==> src/rtl/counter_seq_ctrl.sv <==
// ---------------------------------------------------------------------------
// counter_seq_ctrl
//
// Sequencing controller for the WIDTH-bit counter datapath. A start pulse
// captures the run configuration into shadow registers, loads the start
// value and enters RUN. Each tick moves the count one step toward the
// captured terminal value. On the terminal tick the block either reloads
// (continuous mode) or parks in DONE (one-shot mode). A one-cycle done
// pulse marks every terminal event.
//
// Optional feature: define COUNTER_SEQ_CTRL_PRESCALE_EN to compile in a
// tick prescaler that advances the count once every PRESCALE RUN cycles.
// Without the macro every RUN edge is a tick and PRESCALE is ignored.
//
// Parameters:
//   WIDTH     counter / value width in bits
//   PRESCALE  cycles per tick when the prescaler is compiled in (>= 1)
//
// Ports:
//   clk          rising-edge clock
//   reset        synchronous, active-high reset
//   start        capture config, load count, enter RUN (restarts any state)
//   stop         abort to IDLE and clear the count
//   pause        level; freezes counting while high in RUN/HOLD
//   load_val     start/reload value, sampled on start
//   term_val     terminal value, sampled on start
//   dir          0 = count up, 1 = count down, sampled on start
//   auto_reload  1 = continuous, 0 = one-shot, sampled on start
//   count        current count (registered)
//   state        IDLE=00, RUN=01, HOLD=10, DONE=11 (registered)
//   busy         high in RUN or HOLD (registered)
//   done         one-cycle pulse after each terminal tick (registered)
// ---------------------------------------------------------------------------
module counter_seq_ctrl #(
  parameter int WIDTH    = 4,
  parameter int PRESCALE = 4
) (
  input  logic             clk,
  input  logic             reset,
  input  logic             start,
  input  logic             stop,
  input  logic             pause,
  input  logic [WIDTH-1:0] load_val,
  input  logic [WIDTH-1:0] term_val,
  input  logic             dir,
  input  logic             auto_reload,
  output logic [WIDTH-1:0] count,
  output logic [1:0]       state,
  output logic             busy,
  output logic             done
);

  localparam logic [1:0] ST_IDLE = 2'b00;
  localparam logic [1:0] ST_RUN  = 2'b01;
  localparam logic [1:0] ST_HOLD = 2'b10;
  localparam logic [1:0] ST_DONE = 2'b11;

  localparam logic [WIDTH-1:0] ONE  = {{(WIDTH-1){1'b0}}, 1'b1};
  localparam logic [WIDTH-1:0] ZERO = {WIDTH{1'b0}};

  // Configuration captured at start; the live inputs are ignored mid-run.
  logic [WIDTH-1:0] load_q;
  logic [WIDTH-1:0] term_q;
  logic             dir_q;
  logic             reload_q;

  // Qualifies a RUN edge as one that advances the count.
  logic tick;

  // Counting only happens on RUN edges without pause; this is the enable the
  // prescaler shares with the main sequencer.
  logic run_active;
  assign run_active = (state == ST_RUN) && !pause;

`ifdef COUNTER_SEQ_CTRL_PRESCALE_EN

  localparam int PRESC_W = (PRESCALE > 1) ? $clog2(PRESCALE) : 1;
  localparam logic [PRESC_W-1:0] PRESC_LAST = PRESC_W'(PRESCALE - 1);
  localparam logic [PRESC_W-1:0] PRESC_ONE  = PRESC_W'(1);

  logic [PRESC_W-1:0] presc;

  assign tick = (presc == PRESC_LAST);

  // Prescaler: counts 0..PRESCALE-1 while actively running and wraps on the
  // tick, so a reload naturally restarts it from zero. It holds in HOLD,
  // DONE and IDLE, and is cleared by reset, stop and start.
  always_ff @(posedge clk) begin
    if (reset || stop || start) begin
      presc <= '0;
    end else if (run_active) begin
      if (tick) begin
        presc <= '0;
      end else begin
        presc <= presc + PRESC_ONE;
      end
    end
  end

`else

  assign tick = 1'b1;

  // PRESCALE has no role without the prescaler; fold it into a sink so the
  // parameter stays part of the interface.
  logic unused_prescale;
  assign unused_prescale = ^PRESCALE;

`endif

  // Shadow configuration registers, written only by a start that is not
  // overridden by reset or stop.
  always_ff @(posedge clk) begin
    if (reset) begin
      load_q   <= ZERO;
      term_q   <= ZERO;
      dir_q    <= 1'b0;
      reload_q <= 1'b0;
    end else if (!stop && start) begin
      load_q   <= load_val;
      term_q   <= term_val;
      dir_q    <= dir;
      reload_q <= auto_reload;
    end
  end

  // Main sequencer. Priority is reset > stop > start > pause > tick. done is
  // a single-cycle pulse, so it defaults low every edge and is only raised by
  // a terminal tick that is not pre-empted by stop or start.
  always_ff @(posedge clk) begin
    done <= 1'b0;
    if (reset) begin
      count <= ZERO;
      state <= ST_IDLE;
      busy  <= 1'b0;
    end else if (stop) begin
      count <= ZERO;
      state <= ST_IDLE;
      busy  <= 1'b0;
    end else if (start) begin
      count <= load_val;
      state <= ST_RUN;
      busy  <= 1'b1;
    end else begin
      case (state)
        ST_RUN: begin
          if (pause) begin
            state <= ST_HOLD;
          end else if (tick) begin
            if (count == term_q) begin
              done <= 1'b1;
              if (reload_q) begin
                count <= load_q;
              end else begin
                state <= ST_DONE;
                busy  <= 1'b0;
              end
            end else if (dir_q) begin
              count <= count - ONE;
            end else begin
              count <= count + ONE;
            end
          end
        end
        // Leaving HOLD costs one edge; ticking resumes on the edge after.
        ST_HOLD: begin
          if (!pause) begin
            state <= ST_RUN;
          end
        end
        default: begin
        end
      endcase
    end
  end

endmodule
==> config.mk <==
export PLATFORM = sky130hd
export DESIGN_NAME = counter_seq_ctrl
export DESIGN_NICKNAME = d
export VERILOG_FILES = /design/src/rtl/counter_seq_ctrl.sv
export SDC_FILE = /design/constraint.sdc
export NUM_CORES = 1
export LEC_CHECK = 0
export CORE_MARGIN = 4
export CORE_UTILIZATION = 47
export DETAILED_ROUTE_END_ITERATION = 12
export GPL_TIMING_DRIVEN = 0
export PLACE_DENSITY = 0.8
export SETUP_SLACK_MARGIN = 0.02
export SYNTH_ARGS = -nofsm -noshare
export SYNTH_HDL_FRONTEND = slang
export SYNTH_SLANG_ARGS = --single-unit
==> constraint.sdc <==
create_clock -name clk -period 1.7 [get_ports clk]
set_clock_uncertainty 0.15 [all_clocks]
set_input_delay 0.425 -clock clk [delete_from_list [all_inputs] [get_ports clk]]
set_output_delay 0.425 -clock clk [all_outputs]
set_load 0.05 [all_outputs]
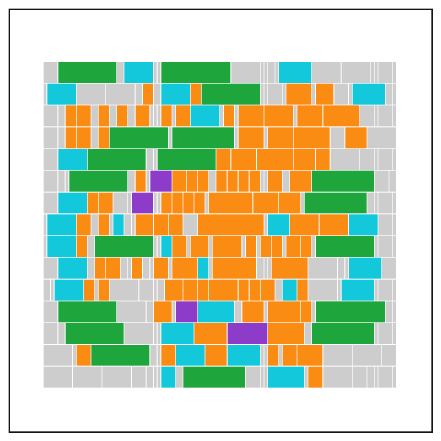
cell_classes.png
Scale: 8 px per um. Fill, decap, tap and diode cells in gray.
Key: orange = all other logic [cells 94, share of their area 48%]; green = flip-flops [cells 18, share of their area 30%]; cyan = other buffers and delay cells [cells 26, share of their area 19%]; purple = clock drivers and dummy loads [cells 4, share of their area 2.9%]

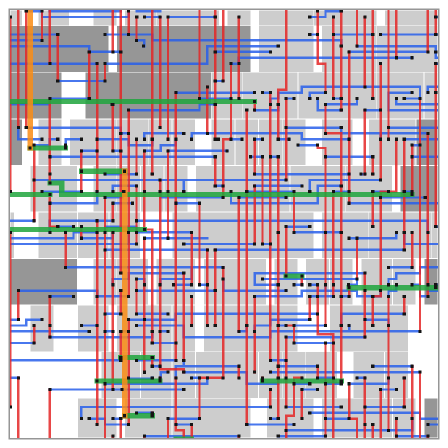
zoom.png
Region (14, 14) to (39, 39) um. Cells in gray, sequential cells in the stronger gray; small squares are vias.
Key: orange = met4; green = met3; red = met2; blue = met1
Sequential cells in the window: 4. Netlist names of flops here include `load_q` (2). Most frequent: nand2_1 (8), nor2_1 (8). 66 logic cells have their middle in the window.

==> flow_summary.toml <==
# yosys + openroad results
[clock_network]
holdBufCountCts = 0
htreeDepth = 1
tritoncts = "built"
root_buffer = "clkbuf_4"
post_cts_buffers = 0
clkLatencyLatePin_ns = 0.29
ctsResizeCount = 30
clk_pin_slew_worst_paths_ns = 0.10

[final_timing]
hold_viol = 0
tightest_slew_ns = 0.4505
finalClockPeriodUsage_pct = 98.53
worst_slack_ns = 0.02503
layout_min_cycle_time_ns = 1.675
max_freq_mhz = 597.0
grt_setup_unrepaired = "yes"
whs_ns = 0.3189
setup_viol = 0
finalSetupTns_ns = 0

[worst_setup_path]
reg2reg_depth = 5
startpoint = "reset"
start_kind = "primary input"
cp_top_family = "simple AND/OR/NAND/NOR gates"
critical_path.endpoint = "count[0]"
timing.rr.end = "count[2]"
slowest_stage = "clkdlybuf4s50_1"
crit_required_ns = 1.77
critical-path-max-stage-delay_ns = 0.48
worstPathArrival_ns = 1.74
path_depth = 5
worst-path-buf-inv = 1

[layout]
layoutNonFillerInstCount = 167
largestRegisters = "count x4, load_q x4, term_q x4"
buffer_area_share_pct = 18.94
drive_gt1_share_pct = 23.94
seqCellArea_um2 = 374.1
lay_top_cells = "23 x nand2_1, 14 x a21oi_1, 11 x dfxtp_1, 11 x clkdlybuf4s50_1, 9 x nor2_1"
clk_share_pct = 2.846
diodes = 0
lay_top_count = "nand2_1"
seq_area_share_pct = 29.34
n_fill_cell = 154
clock_buffers = 4
seq_cells = 18
fin_nets = 161
inv_count = 5
area_growth_pct = 35.87
comb_area_um2 = 573.1

[detailed_routing]
drtIter0Drc = 35
first_pass_iters = 4
highest_layer = "met4"
met2_length_um = 1132
wl_per_cell_um = 14.02
met3_length_um = 147
viasPerCell = 5.545
routed_wl_um = 2341

[logic_synthesis]
yosysWarnings = 0
synth_adder_area_share_pct = 4.800
synth-simple-area-share_pct = 25.07
top_cells_by_count = "23 x nand2_1, 18 x dfxtp_1, 14 x a21oi_1"
syn_avg_cell_area_um2 = 8.090
top_area_cell = "dfxtp_1"
yosys.area_share.xor_xnor_pct = 5.600
mux_area_share_pct = 2.667
async_flop_share_pct = 0
topCellsByArea = "dfxtp_1 38%, nand2_1 9.2%, a21oi_1 7.5%, xnor2_1 4.7%, nor2_1 3.6%"
syn_inst = 116
ys_cells = 116

[global_routing]
met2_usage_pct = 32.02
gr-max-usage-layer = "met2"
met1_usage_pct = 22.84
grt_overflow = 0
grt_first_pass_wirelength_um = 3801
antenna_found_initial = 0
grt_pass1_vias = 874
grt.total_usage_pct = 18.22

[power_and_ir_drop]
combPwrFrac_pct = 22.5
switchingPower_mw = 0.2690
powerSeq_mw = 0.455
p_clk_mw = 0.267
power.density_nw_per_um2 = 730.2
p_leak_nw = 0.4825
seq_power_share_pct = 48.9
finalPower_mw = 0.9310
maxPowerGroup = "sequential cells"

[placement]
place_ws_ns = -0.4052
place_area_um2 = 1192
gp_congestion = 0.8460

[floorplan]
die_y_um = 52.69
core_um2 = 1802
io_pins = 23

[worst_hold_path]
hold_class = "reg2reg"
min_from = "load_q[1]"

[status]
status = "finished, final reports clean"
